Fig. 1: pin map
Scale: 1 px per um. Pins as bars across the die edge, other pins in grey.
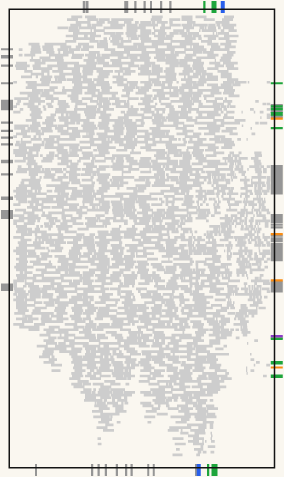
Fig. 2: met3 routing
Scale: 1.5 px per um.
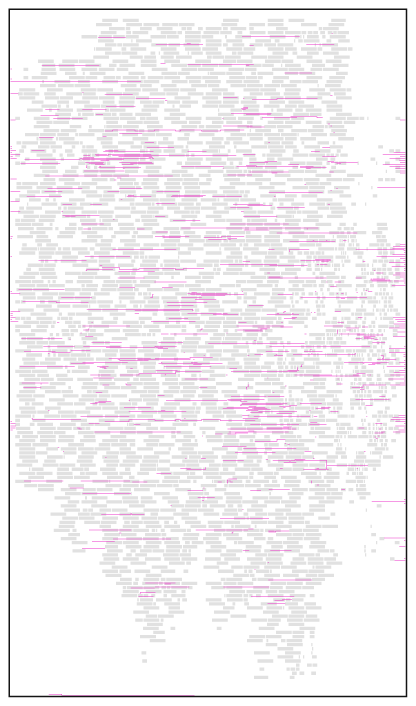
Fig. 3: close-up of the layout
Window x 173 to 223, y 318 to 368 um. Cells in grey, sequential cells in the stronger grey; small squares are vias.
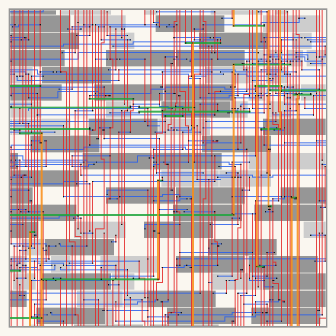
Fig. 4: metal 4
Scale: 1 px per um. Supply wires on this layer in grey.
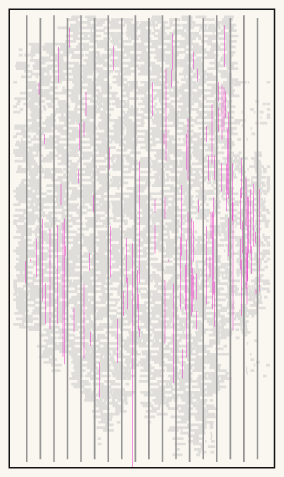
$ cat config.mk
export PLATFORM = sky130hd
export DESIGN_NAME = nw_vc_input_port_cr
export DESIGN_NICKNAME = d
export VERILOG_FILES = /design/src/rtl/nw_vc_input_port_cr.sv
export SDC_FILE = /design/constraint.sdc
export NUM_CORES = 1
export LEC_CHECK = 0
export CAP_MARGIN = 20
export CORE_ASPECT_RATIO = 1.75
export CORE_MARGIN = 3
export CORE_UTILIZATION = 45
export DETAILED_ROUTE_END_ITERATION = 12
export MAX_ROUTING_LAYER = met4
export PLACE_DENSITY = 0.63
export SYNTH_ARGS = -nofsm -noshare
export SYNTH_HDL_FRONTEND = slang
export SYNTH_SLANG_ARGS = --single-unit
$ cat constraint.sdc
create_clock -name clk -period 6.4 [get_ports clk]
set_input_delay 0.96 -clock clk [delete_from_list [all_inputs] [get_ports clk]]
set_output_delay 0.96 -clock clk [all_outputs]
set_load 0.02 [all_outputs]
$ cat src/rtl/nw_vc_input_port_cr.sv
// Virtual-channel router input port: per-VC flit FIFOs, per-VC packet FSMs holding the
// granted downstream VC, outgoing VC rewrite on switch traversal and registered credit return.
module nw_vc_input_port_cr #(
  parameter int num_vcs       = 4,
  parameter int buffer_length = 8,
  parameter int data_width    = 32,
  parameter int route_width   = 5,
  parameter bit bypass_new_vc = 1'b1
) (
  input  logic                                clk,
  input  logic                                rst,
  input  logic                                push,
  input  logic [$clog2(num_vcs)-1:0]          push_vc,
  input  logic                                in_head,
  input  logic                                in_tail,
  input  logic [route_width-1:0]              in_route,
  input  logic [data_width-1:0]               in_data,
  input  logic [num_vcs-1:0]                  pop,
  input  logic [num_vcs-1:0][num_vcs-1:0]     vc_new,
  input  logic [num_vcs-1:0]                  vc_new_valid,
  output logic [num_vcs-1:0]                  vc_req,
  output logic [num_vcs-1:0]                  vc_active,
  output logic [num_vcs-1:0][route_width-1:0] route_out,
  output logic [num_vcs-1:0]                  not_empty,
  output logic                                out_valid,
  output logic                                out_head,
  output logic                                out_tail,
  output logic [num_vcs-1:0]                  out_vc,
  output logic [data_width-1:0]               out_data,
  output logic                                credit_valid,
  output logic [$clog2(num_vcs)-1:0]          credit_vc,
  output logic [2:0]                          err
);

  localparam int vc_w      = $clog2(num_vcs);
  localparam int ptr_w     = $clog2(buffer_length);
  localparam int err_proto = 2;
  localparam int err_under = 1;
  localparam int err_over  = 0;

  typedef struct packed {
    logic                   head;
    logic                   tail;
    logic [route_width-1:0] route;
    logic [data_width-1:0]  data;
  } flit_t;

  typedef enum logic [1:0] {IDLE, WAIT_VC, ACTIVE} vc_state_t;

  flit_t                             mem [num_vcs][buffer_length];
  logic      [ptr_w-1:0]             rd_ptr [num_vcs];
  logic      [ptr_w-1:0]             wr_ptr [num_vcs];
  logic      [ptr_w:0]               count  [num_vcs];
  vc_state_t                         state_q [num_vcs];
  vc_state_t                         state_d [num_vcs];
  logic      [num_vcs-1:0][num_vcs-1:0] vc_reg_q, vc_reg_d;

  flit_t              in_flit;
  flit_t              front [num_vcs];
  logic [num_vcs-1:0] empty, full, grant_ok, pop_ok, push_ok;
  logic               multi_pop;
  logic               pop_any;
  logic [vc_w-1:0]    pop_idx;
  logic [2:0]         err_set;

  assign in_flit = '{head: in_head, tail: in_tail, route: in_route, data: in_data};

  // Acceptance: a VC pops when it holds a downstream VC, or (bypass) is being granted one now.
  always_comb begin
    multi_pop = ($countones(pop) > 1);
    for (int v = 0; v < num_vcs; v++) begin
      front[v]    = mem[v][rd_ptr[v]];
      empty[v]    = (count[v] == '0);
      full[v]     = (count[v] == (ptr_w+1)'(buffer_length));
      grant_ok[v] = vc_new_valid[v] && (vc_new[v] != '0);
      pop_ok[v]   = pop[v] && !multi_pop && !empty[v] &&
                    ((state_q[v] == ACTIVE) ||
                     (bypass_new_vc && (state_q[v] == WAIT_VC) && grant_ok[v]));
      push_ok[v]  = push && (push_vc == vc_w'(v)) && (!full[v] || pop_ok[v]);
    end
  end

  always_comb begin
    // NOTE: every always_comb output gets a default first so no path infers a latch.
    pop_any   = |pop_ok;
    pop_idx   = '0;
    out_head  = 1'b0;
    out_tail  = 1'b0;
    out_vc    = '0;
    out_data  = '0;
    for (int v = 0; v < num_vcs; v++) begin
      if (pop_ok[v]) begin
        pop_idx  = vc_w'(v);
        out_head = front[v].head;
        out_tail = front[v].tail;
        out_data = front[v].data;
        out_vc   = (state_q[v] == ACTIVE) ? vc_reg_q[v] : vc_new[v];
      end
    end
    out_valid = pop_any;
  end

  always_comb begin
    err_set = '0;
    if (multi_pop) err_set[err_proto] = 1'b1;
    for (int v = 0; v < num_vcs; v++) begin
      if (pop[v] && !multi_pop && !pop_ok[v]) begin
        if (empty[v]) err_set[err_under] = 1'b1;
        else          err_set[err_proto] = 1'b1;
      end
      if ((state_q[v] == WAIT_VC) && vc_new_valid[v] && (vc_new[v] == '0))
        err_set[err_proto] = 1'b1;
    end
    if (push) begin
      if (full[push_vc] && !pop_ok[push_vc]) err_set[err_over] = 1'b1;
      if (!in_head && empty[push_vc] && (state_q[push_vc] == IDLE))
        err_set[err_proto] = 1'b1;
    end
  end

  always_comb begin
    for (int v = 0; v < num_vcs; v++) begin
      state_d[v]  = state_q[v];
      vc_reg_d[v] = vc_reg_q[v];
      case (state_q[v])
        IDLE:
          if (!empty[v] && front[v].head) state_d[v] = WAIT_VC;
        WAIT_VC:
          if (grant_ok[v]) begin
            // A single-flit packet leaving through the bypass never holds the VC.
            if (pop_ok[v] && front[v].tail) begin
              state_d[v] = IDLE;
            end else begin
              state_d[v]  = ACTIVE;
              vc_reg_d[v] = vc_new[v];
            end
          end
        ACTIVE:
          if (pop_ok[v] && front[v].tail) begin
            state_d[v]  = IDLE;
            vc_reg_d[v] = '0;
          end
        default: state_d[v] = IDLE;
      endcase
      vc_req[v]    = (state_q[v] == WAIT_VC);
      vc_active[v] = (state_q[v] == ACTIVE);
      not_empty[v] = !empty[v];
      route_out[v] = empty[v] ? '0 : front[v].route;
    end
  end

  always_ff @(posedge clk) begin
    // NOTE: sequential state uses non-blocking assignments only.
    if (rst) begin
      for (int v = 0; v < num_vcs; v++) begin
        rd_ptr[v]   <= '0;
        wr_ptr[v]   <= '0;
        count[v]    <= '0;
        state_q[v]  <= IDLE;
        vc_reg_q[v] <= '0;
      end
      credit_valid <= 1'b0;
      credit_vc    <= '0;
      err          <= '0;
    end else begin
      for (int v = 0; v < num_vcs; v++) begin
        if (push_ok[v]) wr_ptr[v] <= wr_ptr[v] + ptr_w'(1);
        if (pop_ok[v])  rd_ptr[v] <= rd_ptr[v] + ptr_w'(1);
        count[v]    <= count[v] + (ptr_w+1)'(push_ok[v]) - (ptr_w+1)'(pop_ok[v]);
        state_q[v]  <= state_d[v];
        vc_reg_q[v] <= vc_reg_d[v];
      end
      credit_valid <= pop_any;
      credit_vc    <= pop_idx;
      err          <= err | err_set;
    end
  end

  // NOTE: flit storage is not reset; the occupancy counters alone define valid entries.
  always_ff @(posedge clk) begin
    for (int v = 0; v < num_vcs; v++)
      if (push_ok[v]) mem[v][wr_ptr[v]] <= in_flit;
  end

endmodule

==> changes_impl.md <==
### Changed

* Status: finished clean
* Setup repair after global routing missed its margin: no
* Core Footprint at 0.115 mm2
* Largest net degree at the start of global routing at 113
* Final ANT Viol Nets at 0
* DRC errors left at 0
* Register share after synthesis at 0.747
* Crit path max-delay family: buffers and inverters
* Clk pin slew, worst setup/hold paths at 0.06 ns
* Dominant comb cell: multiplexers
* Sw Share at 0.220
* CP endpoint kind: primary output
* Hold Buf Count CTS at 0
* Setup Viol. Count Final at 0
* Clk ins delay skew pair at approximately 0.74 ns
* Max-cap viol count at 0
* Ys flops at 1318
* Switching power at 3940 uW
* Most frequent cells in the layout: 1272 x edfxtp_1, 279 x mux4_2, 143 x clkdlybuf4s50_1, 130 x mux2i_1, 118 x clkbuf_16
* Overall Power at 17900 uW
* Peak Freq at between 0.15 and 0.2 GHz
* Dpl cells at 4127
* Clk pwr at 6900 uW
* Stage-log warning count at 33
* Leading area contributor after synthesis: edfxtp_1
* Peak VDD IR at 226 uV
* Most used cell, CP: clkdlybuf4s50_1
* Final Hold Fails at 0
* Vias in the first global route at 27537
* CP startpoint: pop[1]
* Crit path to: out_data[11]
* Crit path DRT at 5.44 ns
* Simple share at 0.0326
* Synth Area in XOR/XNOR at 0.00268
* Int Pwr at approximately 14000 uW
* Sequence of cells on the critical path: clkdlybuf4s50_1, inv_1, fa_1, nand2b_1, and4_4, nand2_1, inv_2, buf_4, a22oi_1, a221oi_2, clkdlybuf4s50_1
* Cell total in the yosys stat output at around 2500
* CP Depth at 11
* Worst Hold Path EP: state_q[1][0]
* Critical path fanouts, max at 26
* Fin cells at 4355
* Total setup buffers inserted after CTS at 0
* 1st-pass router iterations at 7
* Setup_tns at 0 ns
* Power share of the clock group at 0.385
* Initial drt markers at 2466
* CP arrival at 4.78 ns
* Adder Share, Synth at 0.00956
* FP Rows at ~160
* Yosys warns at 0
* Slowest-stage cell, CP: clkdlybuf4s50_1
* Clock tree buffer depth at 3
* Post-route cell area at 0.0604 mm2
* YS chip area at ~0.052 mm2
* Post-synth EDFFs at about 1300
* Comb group at 1370 uW
* Largest type area fraction at 0.730
* Post-DP Area at around 0.056 mm2
* R2r setup slk at ~2.7 ns
* Starting utilization of the core area at 0.456
* Vias/cell at 6.00
* Commonest Layout Cell: edfxtp_1
* Final Util at 0.527
* Final estimated routing congestion in global placement at 0.888
* Floorplan net count at 2641
* Initial antenna violation count at 2
* Seq power at 9640 uW
* Syn Std Cell Area at 0.0523 mm2
* CTS H-tree lvls at 3
* Hold wc startpoint: state_q[1][1]
* Synth unique cells at 70
* CTS Buf Count at roughly 110
* Hold Path Cell Cnt at 1
* Worst Tran Pin Value at 1.05 ns
* Critical path's largest stage delay at 0.70 ns
* Combinational Power Share at 0.077
* Reg-to-reg endpoint: mem[0][158]
* Final worst-path cycle share at 0.897
* Pwr top: sequential cells
* GR Overflow Total at 0
* Gr usage total at 0.225
* Root Buffer: clkbuf_16
* Main synth FF type: edfxtp_1
* Pre-CTS setup slack at 0.717 ns
* Hold slack at 0.479 ns
* Worst Hold Class: reg -> reg
* Reg2Reg Depth at 9
## Picture notes: Fig. 1
Purple stands for in_tail, pins 1, direction input, edge right. Blue stands for in_route, pins 5, direction input, edge 3 bottom, 2 top. Green stands for route_out, pins 20, direction output, edge 11 right, 5 bottom, 4 top. Orange stands for not_empty, pins 4, direction output, edge right.
All pins by edge: 77 right, 32 left, 19 bottom, 17 top.
die height: 457 um
Die Span X: 264 um
Port Buffer Count: 144

## Picture notes: Fig. 2
The layer holds 5.5% of the routed length. The layer carries 7220 um of wire. The longest straight run is 91.1 um.
vias post-DR: 26151
met3 Track Usage GR: 0.0302

## Picture notes: Fig. 3
Blue stands for M1. Red stands for M2. Green stands for M3. Orange stands for M4.
71 logic cells have their middle in the window. Sequential cells in the window: 37. Most frequent: edfxtp_1 (37), mux4_2 (7), mux2i_1 (6). Netlist names of flops here include mem (37).

## Picture notes: Fig. 4
69 nets have wire on it. The layer carries 4760 um of wire. The longest straight run is 224 um. The layer holds 3.6% of the routed length. The wires run mostly vertical.
total wire length: 131000 um

## layer usage
metal,part of all wire,routed length (um),vias up,global-route usage
li1,-,-,10988,-
met1,0.37,48500,13954,0.264
met2,0.54,70700,974,0.400
met3,0.055,7220,235,0.0302
met4,0.036,4760,0,0.0773
met5,0,0,-,-
## flip-flops by register name, indices dropped and copies added, names as in the netlist
register	cells
rd_ptr	12
err	3
count	16
credit_vc	2
credit_valid	1
mem	1248
state_q	8
vc_reg_q	16
wr_ptr	12
## cell type report
class / instances / area (um2)
diodes: 2 / 5.00
repair buffers: 258 / 2910
inverters: 49 / 186
flip-flops and latches: 1318 / 39100
multi-input cells: 1031 / 12600
clock buffers: 137 / 2920
clock inverters: 66 / 762
well taps: 1494 / 1870
fillers: 8774 / 54300
Power and IR drop assume default switching activity.
